`config.mk`:
```
export PLATFORM = sky130hd
export DESIGN_NAME = axil_ipic_bridge_flat
export DESIGN_NICKNAME = d
export VERILOG_FILES = /design/src/rtl/axil_ipic_bridge_if.sv /design/src/rtl/axil_ipic_bridge.sv /design/src/flat_wrapper.sv
export SDC_FILE = /design/constraint.sdc
export NUM_CORES = 1
export LEC_CHECK = 0
export ABC_AREA = 1
export CORE_ASPECT_RATIO = 0.75
export CORE_UTILIZATION = 37
export CTS_CLUSTER_DIAMETER = 100
export CTS_CLUSTER_SIZE = 24
export DETAILED_ROUTE_END_ITERATION = 10
export HOLD_SLACK_MARGIN = 0.08
export PLACE_DENSITY = 0.77
export SETUP_SLACK_MARGIN = 0.15
export SYNTH_ARGS = -nofsm -noshare
export SYNTH_HDL_FRONTEND = slang
export SYNTH_SLANG_ARGS = --single-unit
```
`constraint.sdc`:
```
create_clock -name bus2ip_clk -period 1.3 [get_ports bus2ip_clk]
set_input_delay 0.26 -clock bus2ip_clk [delete_from_list [all_inputs] [get_ports bus2ip_clk]]
set_output_delay 0.26 -clock bus2ip_clk [all_outputs]
set_load 0.05 [all_outputs]
```
`src/rtl/axil_ipic_bridge_if.sv`:
```
// AXI4-Lite slave-side and IPIC bus bundles for the Ethernet register bridge.
// Bridge uses axil_if.slave and ipic_if.master; the far ends use the opposite modports.
interface axil_if #(
    parameter int C_ADDR_WIDTH = 12
);
    logic [C_ADDR_WIDTH-1:0] s_axi_awaddr;
    logic                    s_axi_awvalid;
    logic                    s_axi_awready;
    logic [31:0]             s_axi_wdata;
    logic [3:0]              s_axi_wstrb;
    logic                    s_axi_wvalid;
    logic                    s_axi_wready;
    logic [1:0]              s_axi_bresp;
    logic                    s_axi_bvalid;
    logic                    s_axi_bready;
    logic [C_ADDR_WIDTH-1:0] s_axi_araddr;
    logic                    s_axi_arvalid;
    logic                    s_axi_arready;
    logic [31:0]             s_axi_rdata;
    logic [1:0]              s_axi_rresp;
    logic                    s_axi_rvalid;
    logic                    s_axi_rready;

    modport master (
        output s_axi_awaddr, s_axi_awvalid, s_axi_wdata, s_axi_wstrb, s_axi_wvalid,
               s_axi_bready, s_axi_araddr, s_axi_arvalid, s_axi_rready,
        input  s_axi_awready, s_axi_wready, s_axi_bresp, s_axi_bvalid,
               s_axi_arready, s_axi_rdata, s_axi_rresp, s_axi_rvalid
    );

    modport slave (
        input  s_axi_awaddr, s_axi_awvalid, s_axi_wdata, s_axi_wstrb, s_axi_wvalid,
               s_axi_bready, s_axi_araddr, s_axi_arvalid, s_axi_rready,
        output s_axi_awready, s_axi_wready, s_axi_bresp, s_axi_bvalid,
               s_axi_arready, s_axi_rdata, s_axi_rresp, s_axi_rvalid
    );
endinterface

interface ipic_if #(
    parameter int C_ADDR_WIDTH = 12
);
    logic [C_ADDR_WIDTH-1:0] bus2ip_addr;
    logic                    bus2ip_cs;
    logic                    bus2ip_rdce;
    logic                    bus2ip_wrce;
    logic [31:0]             bus2ip_data;
    logic [3:0]              bus2ip_be;
    logic                    ip2bus_rdack;
    logic                    ip2bus_wrack;
    logic                    ip2bus_error;
    logic [31:0]             ip2bus_data;

    modport master (
        output bus2ip_addr, bus2ip_cs, bus2ip_rdce, bus2ip_wrce, bus2ip_data, bus2ip_be,
        input  ip2bus_rdack, ip2bus_wrack, ip2bus_error, ip2bus_data
    );

    modport slave (
        input  bus2ip_addr, bus2ip_cs, bus2ip_rdce, bus2ip_wrce, bus2ip_data, bus2ip_be,
        output ip2bus_rdack, ip2bus_wrack, ip2bus_error, ip2bus_data
    );
endinterface

```
`src/rtl/axil_ipic_bridge.sv`:
```
// AXI4-Lite slave to IPIC master bridge: one transaction at a time, held strobes,
// SLVERR when no IPIC slave acks within C_TIMEOUT strobe cycles.
//
// state   | meaning
// --------+------------------------------------------------------------
// IDLE    | accepting AR or AW+W, round-robin when both are eligible
// READ    | cs/rdce held, waiting for rdack or timeout
// WRITE   | cs/wrce held, waiting for wrack or timeout
// RD_RESP | rvalid held until rready
// WR_RESP | bvalid held until bready
module axil_ipic_bridge #(
    parameter int C_ADDR_WIDTH = 12,
    parameter int C_TIMEOUT    = 32
) (
    input  logic   bus2ip_clk,
    input  logic   bus2ip_reset,
    axil_if.slave  s_axi,
    ipic_if.master ipic
);

    localparam int TW = (C_TIMEOUT > 2) ? $clog2(C_TIMEOUT) : 1;
    localparam logic [TW-1:0] TMO_LOAD = TW'(C_TIMEOUT - 1);

    typedef enum logic [2:0] {
        S_IDLE,
        S_READ,
        S_WRITE,
        S_RD_RESP,
        S_WR_RESP
    } state_t;

    state_t        state;
    logic          last_was_read;
    logic [TW-1:0] tmo_cnt;
    logic          rd_elig;
    logic          wr_elig;
    logic          rd_grant;
    logic          wr_grant;

    assign rd_elig  = s_axi.s_axi_arvalid;
    assign wr_elig  = s_axi.s_axi_awvalid & s_axi.s_axi_wvalid;
    // Under contention the side that did not go last wins.
    assign rd_grant = rd_elig & (~wr_elig | ~last_was_read);
    assign wr_grant = wr_elig & (~rd_elig | last_was_read);

    assign s_axi.s_axi_arready = (state == S_IDLE) & rd_grant;
    assign s_axi.s_axi_awready = (state == S_IDLE) & wr_grant;
    assign s_axi.s_axi_wready  = (state == S_IDLE) & wr_grant;

    always_ff @(posedge bus2ip_clk) begin
        if (bus2ip_reset) begin
            state              <= S_IDLE;
            last_was_read      <= 1'b0;
            tmo_cnt            <= '0;
            s_axi.s_axi_rdata  <= '0;
            s_axi.s_axi_rresp  <= 2'b00;
            s_axi.s_axi_rvalid <= 1'b0;
            s_axi.s_axi_bresp  <= 2'b00;
            s_axi.s_axi_bvalid <= 1'b0;
            ipic.bus2ip_addr   <= '0;
            ipic.bus2ip_data   <= '0;
            ipic.bus2ip_be     <= '0;
            ipic.bus2ip_cs     <= 1'b0;
            ipic.bus2ip_rdce   <= 1'b0;
            ipic.bus2ip_wrce   <= 1'b0;
        end else begin
            case (state)
                S_IDLE: begin
                    if (rd_grant) begin
                        ipic.bus2ip_addr <= s_axi.s_axi_araddr;
                        ipic.bus2ip_cs   <= 1'b1;
                        ipic.bus2ip_rdce <= 1'b1;
                        tmo_cnt          <= TMO_LOAD;
                        last_was_read    <= 1'b1;
                        state            <= S_READ;
                    end else if (wr_grant) begin
                        ipic.bus2ip_addr <= s_axi.s_axi_awaddr;
                        ipic.bus2ip_data <= s_axi.s_axi_wdata;
                        ipic.bus2ip_be   <= s_axi.s_axi_wstrb;
                        ipic.bus2ip_cs   <= 1'b1;
                        ipic.bus2ip_wrce <= 1'b1;
                        tmo_cnt          <= TMO_LOAD;
                        last_was_read    <= 1'b0;
                        state            <= S_WRITE;
                    end
                end
                S_READ: begin
                    // An ack in the terminal-count cycle still wins over the abort.
                    if (ipic.ip2bus_rdack) begin
                        s_axi.s_axi_rdata  <= ipic.ip2bus_data;
                        s_axi.s_axi_rresp  <= ipic.ip2bus_error ? 2'b10 : 2'b00;
                        s_axi.s_axi_rvalid <= 1'b1;
                        ipic.bus2ip_cs     <= 1'b0;
                        ipic.bus2ip_rdce   <= 1'b0;
                        state              <= S_RD_RESP;
                    end else if (tmo_cnt == '0) begin
                        s_axi.s_axi_rdata  <= '0;
                        s_axi.s_axi_rresp  <= 2'b10;
                        s_axi.s_axi_rvalid <= 1'b1;
                        ipic.bus2ip_cs     <= 1'b0;
                        ipic.bus2ip_rdce   <= 1'b0;
                        state              <= S_RD_RESP;
                    end else begin
                        tmo_cnt <= tmo_cnt - 1'b1;
                    end
                end
                S_WRITE: begin
                    if (ipic.ip2bus_wrack || tmo_cnt == '0) begin
                        s_axi.s_axi_bresp  <= (ipic.ip2bus_wrack && !ipic.ip2bus_error)
                                              ? 2'b00 : 2'b10;
                        s_axi.s_axi_bvalid <= 1'b1;
                        ipic.bus2ip_cs     <= 1'b0;
                        ipic.bus2ip_wrce   <= 1'b0;
                        state              <= S_WR_RESP;
                    end else begin
                        tmo_cnt <= tmo_cnt - 1'b1;
                    end
                end
                S_RD_RESP: begin
                    if (s_axi.s_axi_rready) begin
                        s_axi.s_axi_rvalid <= 1'b0;
                        state              <= S_IDLE;
                    end
                end
                S_WR_RESP: begin
                    if (s_axi.s_axi_bready) begin
                        s_axi.s_axi_bvalid <= 1'b0;
                        state              <= S_IDLE;
                    end
                end
                default: state <= S_IDLE;
            endcase
        end
    end

endmodule

```
`src/flat_wrapper.sv`:
```
// flat-port wrapper written by rule: the top's interface ports become plain ports
module axil_ipic_bridge_flat 
#(
    parameter int C_ADDR_WIDTH = 12,
    parameter int C_TIMEOUT    = 32
)
  (bus2ip_clk, bus2ip_reset, s_axi_s_axi_awaddr, s_axi_s_axi_awvalid, s_axi_s_axi_wdata, s_axi_s_axi_wstrb, s_axi_s_axi_wvalid, s_axi_s_axi_bready, s_axi_s_axi_araddr, s_axi_s_axi_arvalid, s_axi_s_axi_rready, s_axi_s_axi_awready, s_axi_s_axi_wready, s_axi_s_axi_bresp, s_axi_s_axi_bvalid, s_axi_s_axi_arready, s_axi_s_axi_rdata, s_axi_s_axi_rresp, s_axi_s_axi_rvalid, ipic_bus2ip_addr, ipic_bus2ip_cs, ipic_bus2ip_rdce, ipic_bus2ip_wrce, ipic_bus2ip_data, ipic_bus2ip_be, ipic_ip2bus_rdack, ipic_ip2bus_wrack, ipic_ip2bus_error, ipic_ip2bus_data);
  axil_if #(.C_ADDR_WIDTH(C_ADDR_WIDTH)) s_axi_i ();
  ipic_if #(.C_ADDR_WIDTH(C_ADDR_WIDTH)) ipic_i ();
  input  logic bus2ip_clk;
  input  logic bus2ip_reset;
  input wire logic [$bits(s_axi_i.s_axi_awaddr)-1:0] s_axi_s_axi_awaddr;
  input wire logic [$bits(s_axi_i.s_axi_awvalid)-1:0] s_axi_s_axi_awvalid;
  input wire logic [$bits(s_axi_i.s_axi_wdata)-1:0] s_axi_s_axi_wdata;
  input wire logic [$bits(s_axi_i.s_axi_wstrb)-1:0] s_axi_s_axi_wstrb;
  input wire logic [$bits(s_axi_i.s_axi_wvalid)-1:0] s_axi_s_axi_wvalid;
  input wire logic [$bits(s_axi_i.s_axi_bready)-1:0] s_axi_s_axi_bready;
  input wire logic [$bits(s_axi_i.s_axi_araddr)-1:0] s_axi_s_axi_araddr;
  input wire logic [$bits(s_axi_i.s_axi_arvalid)-1:0] s_axi_s_axi_arvalid;
  input wire logic [$bits(s_axi_i.s_axi_rready)-1:0] s_axi_s_axi_rready;
  output wire logic [$bits(s_axi_i.s_axi_awready)-1:0] s_axi_s_axi_awready;
  output wire logic [$bits(s_axi_i.s_axi_wready)-1:0] s_axi_s_axi_wready;
  output wire logic [$bits(s_axi_i.s_axi_bresp)-1:0] s_axi_s_axi_bresp;
  output wire logic [$bits(s_axi_i.s_axi_bvalid)-1:0] s_axi_s_axi_bvalid;
  output wire logic [$bits(s_axi_i.s_axi_arready)-1:0] s_axi_s_axi_arready;
  output wire logic [$bits(s_axi_i.s_axi_rdata)-1:0] s_axi_s_axi_rdata;
  output wire logic [$bits(s_axi_i.s_axi_rresp)-1:0] s_axi_s_axi_rresp;
  output wire logic [$bits(s_axi_i.s_axi_rvalid)-1:0] s_axi_s_axi_rvalid;
  output wire logic [$bits(ipic_i.bus2ip_addr)-1:0] ipic_bus2ip_addr;
  output wire logic [$bits(ipic_i.bus2ip_cs)-1:0] ipic_bus2ip_cs;
  output wire logic [$bits(ipic_i.bus2ip_rdce)-1:0] ipic_bus2ip_rdce;
  output wire logic [$bits(ipic_i.bus2ip_wrce)-1:0] ipic_bus2ip_wrce;
  output wire logic [$bits(ipic_i.bus2ip_data)-1:0] ipic_bus2ip_data;
  output wire logic [$bits(ipic_i.bus2ip_be)-1:0] ipic_bus2ip_be;
  input wire logic [$bits(ipic_i.ip2bus_rdack)-1:0] ipic_ip2bus_rdack;
  input wire logic [$bits(ipic_i.ip2bus_wrack)-1:0] ipic_ip2bus_wrack;
  input wire logic [$bits(ipic_i.ip2bus_error)-1:0] ipic_ip2bus_error;
  input wire logic [$bits(ipic_i.ip2bus_data)-1:0] ipic_ip2bus_data;
  assign s_axi_i.s_axi_awaddr = s_axi_s_axi_awaddr;
  assign s_axi_i.s_axi_awvalid = s_axi_s_axi_awvalid;
  assign s_axi_i.s_axi_wdata = s_axi_s_axi_wdata;
  assign s_axi_i.s_axi_wstrb = s_axi_s_axi_wstrb;
  assign s_axi_i.s_axi_wvalid = s_axi_s_axi_wvalid;
  assign s_axi_i.s_axi_bready = s_axi_s_axi_bready;
  assign s_axi_i.s_axi_araddr = s_axi_s_axi_araddr;
  assign s_axi_i.s_axi_arvalid = s_axi_s_axi_arvalid;
  assign s_axi_i.s_axi_rready = s_axi_s_axi_rready;
  assign s_axi_s_axi_awready = s_axi_i.s_axi_awready;
  assign s_axi_s_axi_wready = s_axi_i.s_axi_wready;
  assign s_axi_s_axi_bresp = s_axi_i.s_axi_bresp;
  assign s_axi_s_axi_bvalid = s_axi_i.s_axi_bvalid;
  assign s_axi_s_axi_arready = s_axi_i.s_axi_arready;
  assign s_axi_s_axi_rdata = s_axi_i.s_axi_rdata;
  assign s_axi_s_axi_rresp = s_axi_i.s_axi_rresp;
  assign s_axi_s_axi_rvalid = s_axi_i.s_axi_rvalid;
  assign ipic_bus2ip_addr = ipic_i.bus2ip_addr;
  assign ipic_bus2ip_cs = ipic_i.bus2ip_cs;
  assign ipic_bus2ip_rdce = ipic_i.bus2ip_rdce;
  assign ipic_bus2ip_wrce = ipic_i.bus2ip_wrce;
  assign ipic_bus2ip_data = ipic_i.bus2ip_data;
  assign ipic_bus2ip_be = ipic_i.bus2ip_be;
  assign ipic_i.ip2bus_rdack = ipic_ip2bus_rdack;
  assign ipic_i.ip2bus_wrack = ipic_ip2bus_wrack;
  assign ipic_i.ip2bus_error = ipic_ip2bus_error;
  assign ipic_i.ip2bus_data = ipic_ip2bus_data;
  axil_ipic_bridge #(.C_ADDR_WIDTH(C_ADDR_WIDTH), .C_TIMEOUT(C_TIMEOUT)) u_core (.bus2ip_clk(bus2ip_clk), .bus2ip_reset(bus2ip_reset), .s_axi(s_axi_i), .ipic(ipic_i));
endmodule
```
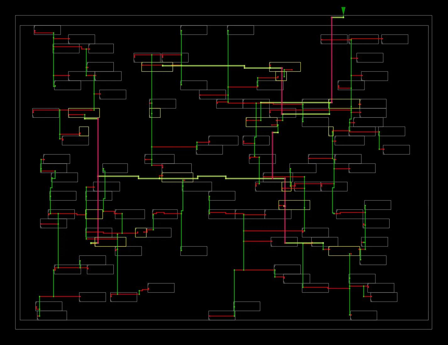
Fig. 1. The clock network (run 1).
Clock Skew: 0.00613 ns
clkbuf count: 11
Clock Latency Late Sink: 0.35 ns
Num CTS Buffers: 9
CTS Sinks: 96

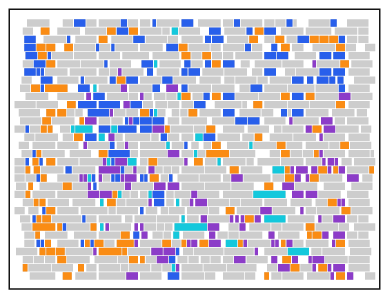
Fig. 2. Logic cells by family (run 1).
(3 px per um)
nand cells -> blue  # cells 119, most used nand2_4, where widely spread
nor cells -> purple  # cells 106, most used nor2_1
inv cells -> cyan  # cells 31, most used inv_1
aoi and oai cells -> orange  # cells 117, most used o21ai_2, where widely spread
filler-free cell count of the finished design: 907
most numerous logic cell after layout: buf_12
logic share of the area: 0.286

==> ci_impl_report.md, run 1 <==
## Synthesis and layout report

| Metric | Value |
|---|---|
| Post-cts sizing count | `213` |
| P_clk | `2.59 mW` |
| Power Density | `1810 nW/um2` |
| Port Buffers | `191` |
| Register clock-pin slew on the reported worst setup and hold paths | `0.07 ns` |
| Final setup vio count | `96` |
| Grt met2 use | `0.500` |
| CP max-delay cell | `dfxtp_4` |
| Worst hold margin | `0.378 ns` |
| Met1 Wirelength | `6890 um` |
| Grt total ovfl | `0` |
| Hold Buf Count CTS | `0` |
| Outcome | `complete, but fails checks` |
| Comb power frac | `0.592` |
| Sequential share of cell area | `0.219` |
| Ys flops | `96` |
| Met1 Use GR | `0.302` |
| Met2 wire len | `9780 um` |
| Min cycle time layout | `1.75 ns` |
| Failing checks | `setup timing` |
| Number of tapcells | `136` |
| MI comb cells | `348` |
| DR vias/cell | `5.28` |
| Setup WS post-layout | `-0.447 ns` |
| CP Cell Sequence | `buf_6 -> buf_6 -> inv_4 -> nand2_4 -> nor2_4 -> nand2_8 -> nand2_8 -> nor2_4 -> nor2_1 -> nor2_1` |
| Syn avg cell area | `8.14 um2` |
| Initial antenna violation count | `0` |
| Final Cycle Share | `1.34` |
| Clk buf depth | `2` |
| RD Place Congestion | `0.792` |
| Register Area | `2060 um2` |
| Origin of the worst min-delay path | `bus2ip_reset` |
| Iter 0 DRT Violations | `253` |
| Post-Syn Instances | `499` |
| Top flop regs | `u_core.ipic.bus2ip_data: 32 flops, u_core.s_axi.s_axi_rdata: 32 flops, u_core.ipic.bus2ip_addr: 12 flops` |
| Most numerous logic cells after layout | `buf_12 (104), clkdlybuf4s50_1 (97), dfxtp_2 (81)` |
| Fillers | `421` |
| Setup TNS | `-27.45 ns` |
| Routed wl met3 | `1140 um` |
| Total I/O pin count | `194` |
| NetSw | `7.18 mW` |
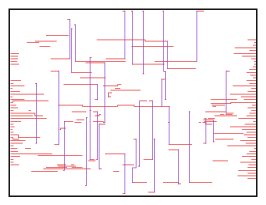
Fig. 3. Routed metal, one colour a layer (run 1).
(2 px per um) Two of the layers only.
M3 -> red  # wire length 1140 um
M4 -> purple  # wire length 746 um
GRT Overall Usage: 0.274
wire per inst: 20.5 um
via count: 4787

## Run 2: what changed since run 1
--- a/config.mk
+++ b/config.mk
@@ -13,6 +13,7 @@
 export DETAILED_ROUTE_END_ITERATION = 10
 export HOLD_SLACK_MARGIN = 0.08
 export PLACE_DENSITY = 0.77
+export RECOVER_POWER = 50
 export SETUP_SLACK_MARGIN = 0.15
 export SYNTH_ARGS = -nofsm -noshare
 export SYNTH_HDL_FRONTEND = slang
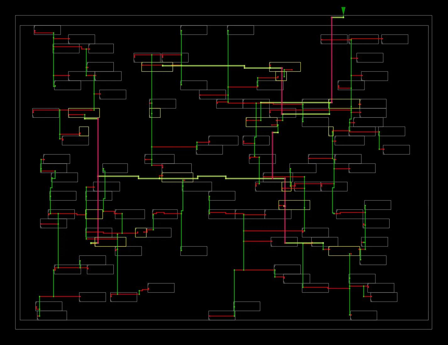
Fig. 4. The clock network (run 2).
registers: 96
P_clk: 2.59 mW

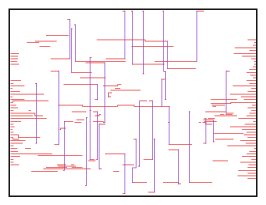
Fig. 5. Routed metal, one colour a layer (run 2).
(2 px per um) Two of the layers only.
M3 -> red  # wire length 1140 um
M4 -> purple  # wire length 746 um
final wirelength: 18600 um

==> ci_impl_report.md, run 2 <==
## Synthesis and layout report

| Metric | Value |
|---|---|
| Outcome | `complete, but fails checks` |
| Failing checks | `setup timing` |
| NetSw | `7.18 mW (unchanged)` |
| Grt met2 use | `0.500 (unchanged)` |
| Min cycle time layout | `1.75 ns (unchanged)` |
| Num CTS Buffers | `9 (unchanged)` |
| Number of tapcells | `136 (unchanged)` |
| Met1 Use GR | `0.302 (unchanged)` |
| Clk buf depth | `2 (unchanged)` |
| Worst hold margin | `0.378 ns (unchanged)` |
| Routed wl met3 | `1140 um (unchanged)` |
| Top flop regs | `u_core.ipic.bus2ip_data: 32 flops, u_core.s_axi.s_axi_rdata: 32 flops, u_core.ipic.bus2ip_addr: 12 flops` |
| Origin of the worst min-delay path | `bus2ip_reset` |
| Initial antenna violation count | `0 (unchanged)` |
| Filler-free cell count of the finished design | `907 (unchanged)` |
| CP Cell Sequence | `buf_6 -> buf_6 -> inv_4 -> nand2_4 -> nor2_4 -> nand2_8 -> nand2_8 -> nor2_4 -> nor2_1 -> nor2_1` |
| Via count | `4787 (unchanged)` |
| Final setup vio count | `96 (unchanged)` |
| Most numerous logic cell after layout | `buf_12` |
| Setup TNS | `-27.45 ns (unchanged)` |
| Clock Skew | `0.00613 ns (unchanged)` |
| Post-cts sizing count | `213 (unchanged)` |
| Met2 wire len | `9780 um (unchanged)` |
| Hold Buf Count CTS | `0 (unchanged)` |
| CTS Sinks | `96 (unchanged)` |
| RD Place Congestion | `0.792 (unchanged)` |
| DR vias/cell | `5.28 (unchanged)` |
| Register clock-pin slew on the reported worst setup and hold paths | `0.07 ns (about the same)` |
| Fillers | `421 (unchanged)` |
| Most numerous logic cells after layout | `buf_12 (104), clkdlybuf4s50_1 (97), dfxtp_2 (81)` |
| Comb power frac | `0.592 (about the same)` |
| Syn avg cell area | `8.14 um2 (unchanged)` |
| Port Buffers | `191 (unchanged)` |
| Setup WS post-layout | `-0.447 ns (unchanged)` |
| Total I/O pin count | `194 (unchanged)` |
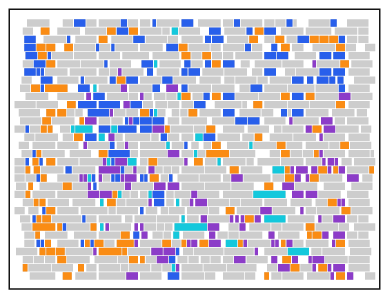
Fig. 6. Logic cells by family (run 2).
(3 px per um)
nor cells -> purple  # cells 106, most used nor2_1
inv cells -> cyan  # cells 31, most used inv_1
aoi and oai cells -> orange  # cells 117, most used o21ai_2, where widely spread
nand cells -> blue  # cells 119, most used nand2_4, where widely spread

## Run 3: what changed since run 2
--- a/config.mk
+++ b/config.mk
@@ -6,6 +6,7 @@
 export NUM_CORES = 1
 export LEC_CHECK = 0
 export ABC_AREA = 1
+export CAP_MARGIN = 10
 export CORE_ASPECT_RATIO = 0.75
 export CORE_UTILIZATION = 37
 export CTS_CLUSTER_DIAMETER = 100
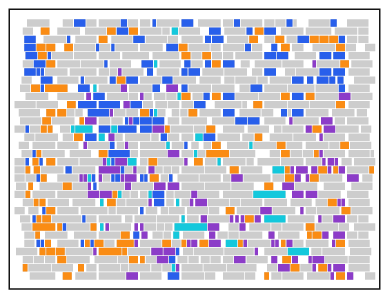
Fig. 7. Logic cells by family (run 3).
(3 px per um)
nand cells -> blue  # cells 119, most used nand2_4, where widely spread
inv cells -> cyan  # cells 31, most used inv_1
nor cells -> purple  # cells 106, most used nor2_1
aoi and oai cells -> orange  # cells 117, most used o21ai_2, where widely spread

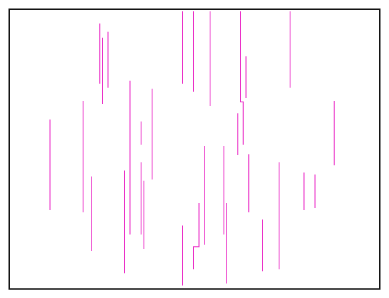
Fig. 8. Signal wires on met4 (run 3).
(3 px per um)
share of all routed wire = 4.0%
longest straight run = 51.0 um
wire length on this layer = 746 um
main direction = vertical

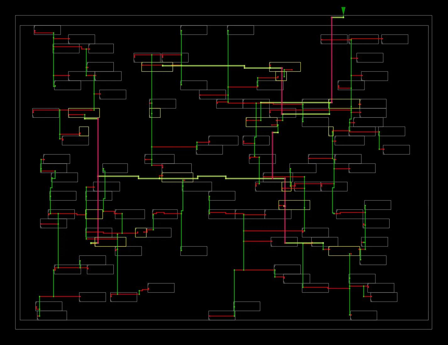
Fig. 9. The clock network (run 3).

==> ci_impl_report.md, run 3 <==
## Synthesis and layout report

| Metric | Value |
|---|---|
| Commonest flop | `dfxtp_1` |
| Comb power frac | `0.592 (about the same)` |
| Post-Syn Instances | `499` |
| Final wirelength | `18600 um (unchanged)` |
| Routed wl met3 | `1140 um (unchanged)` |
| Hold Buf Count CTS | `0 (unchanged)` |
| Via count | `4787 (unchanged)` |
| Delay of the slowest cell on the worst path | `0.36 ns` |
| Post-cts sizing count | `213 (unchanged)` |
| Register area share after synthesis | `0.473` |
| Power Density | `1810 nW/um2` |
| Clock Skew | `0.00613 ns (unchanged)` |
| Filler-free cell count of the finished design | `907 (unchanged)` |
| Core Density at Floorplan | `0.387` |
| Min cycle time layout | `1.75 ns (unchanged)` |
| Total I/O pin count | `194 (unchanged)` |
| Worst hold margin | `0.378 ns (unchanged)` |
| NetSw | `7.18 mW (unchanged)` |
| Grt met2 use | `0.500 (unchanged)` |
| First-pass iteration count of the detailed router | `5` |
| Sequential share of cell area | `0.219` |
| Setup TNS | `-27.45 ns (unchanged)` |
| Final setup vio count | `96 (unchanged)` |
| Register clock-pin slew on the reported worst setup and hold paths | `0.07 ns (about the same)` |
| Syn avg cell area | `8.14 um2 (unchanged)` |
| DR vias/cell | `5.28 (unchanged)` |
| Registers | `96 (unchanged)` |
| Most numerous logic cell after layout | `buf_12` |
| P_clk | `2.59 mW (about the same)` |
| MUX share of area | `0` |
| CP Cell Sequence | `buf_6 -> buf_6 -> inv_4 -> nand2_4 -> nor2_4 -> nand2_8 -> nand2_8 -> nor2_4 -> nor2_1 -> nor2_1` |
| Num CTS Buffers | `9 (unchanged)` |
| RD Place Congestion | `0.792 (unchanged)` |
| Setup WS post-layout | `-0.447 ns (unchanged)` |
| Top power group | `combinational logic` |
| Met1 Use GR | `0.302 (unchanged)` |
| Final instance area | `9430 um2` |
| Port Buffers | `191 (unchanged)` |
| Top flop regs | `u_core.ipic.bus2ip_data: 32 flops, u_core.s_axi.s_axi_rdata: 32 flops, u_core.ipic.bus2ip_addr: 12 flops` |
| Cell depth of the worst setup path | `10` |
| Total core area | `10500 um2` |
| CTS Sinks | `96 (unchanged)` |
| Clk buf depth | `2 (unchanged)` |
| Outcome | `complete, but fails checks` |
| Fillers | `421 (unchanged)` |
| Crit path buf inv count | `3` |
| Number of tapcells | `136 (unchanged)` |
| Die Ht | `92.7 um` |
| FMAX | `0.573 GHz` |
| Failing checks | `setup timing` |
| Most numerous logic cells after layout | `buf_12 (104), clkdlybuf4s50_1 (97), dfxtp_2 (81)` |
| Origin of the worst min-delay path | `bus2ip_reset` |
Power figures rest on the tool's default switching activity, not on a simulated workload.
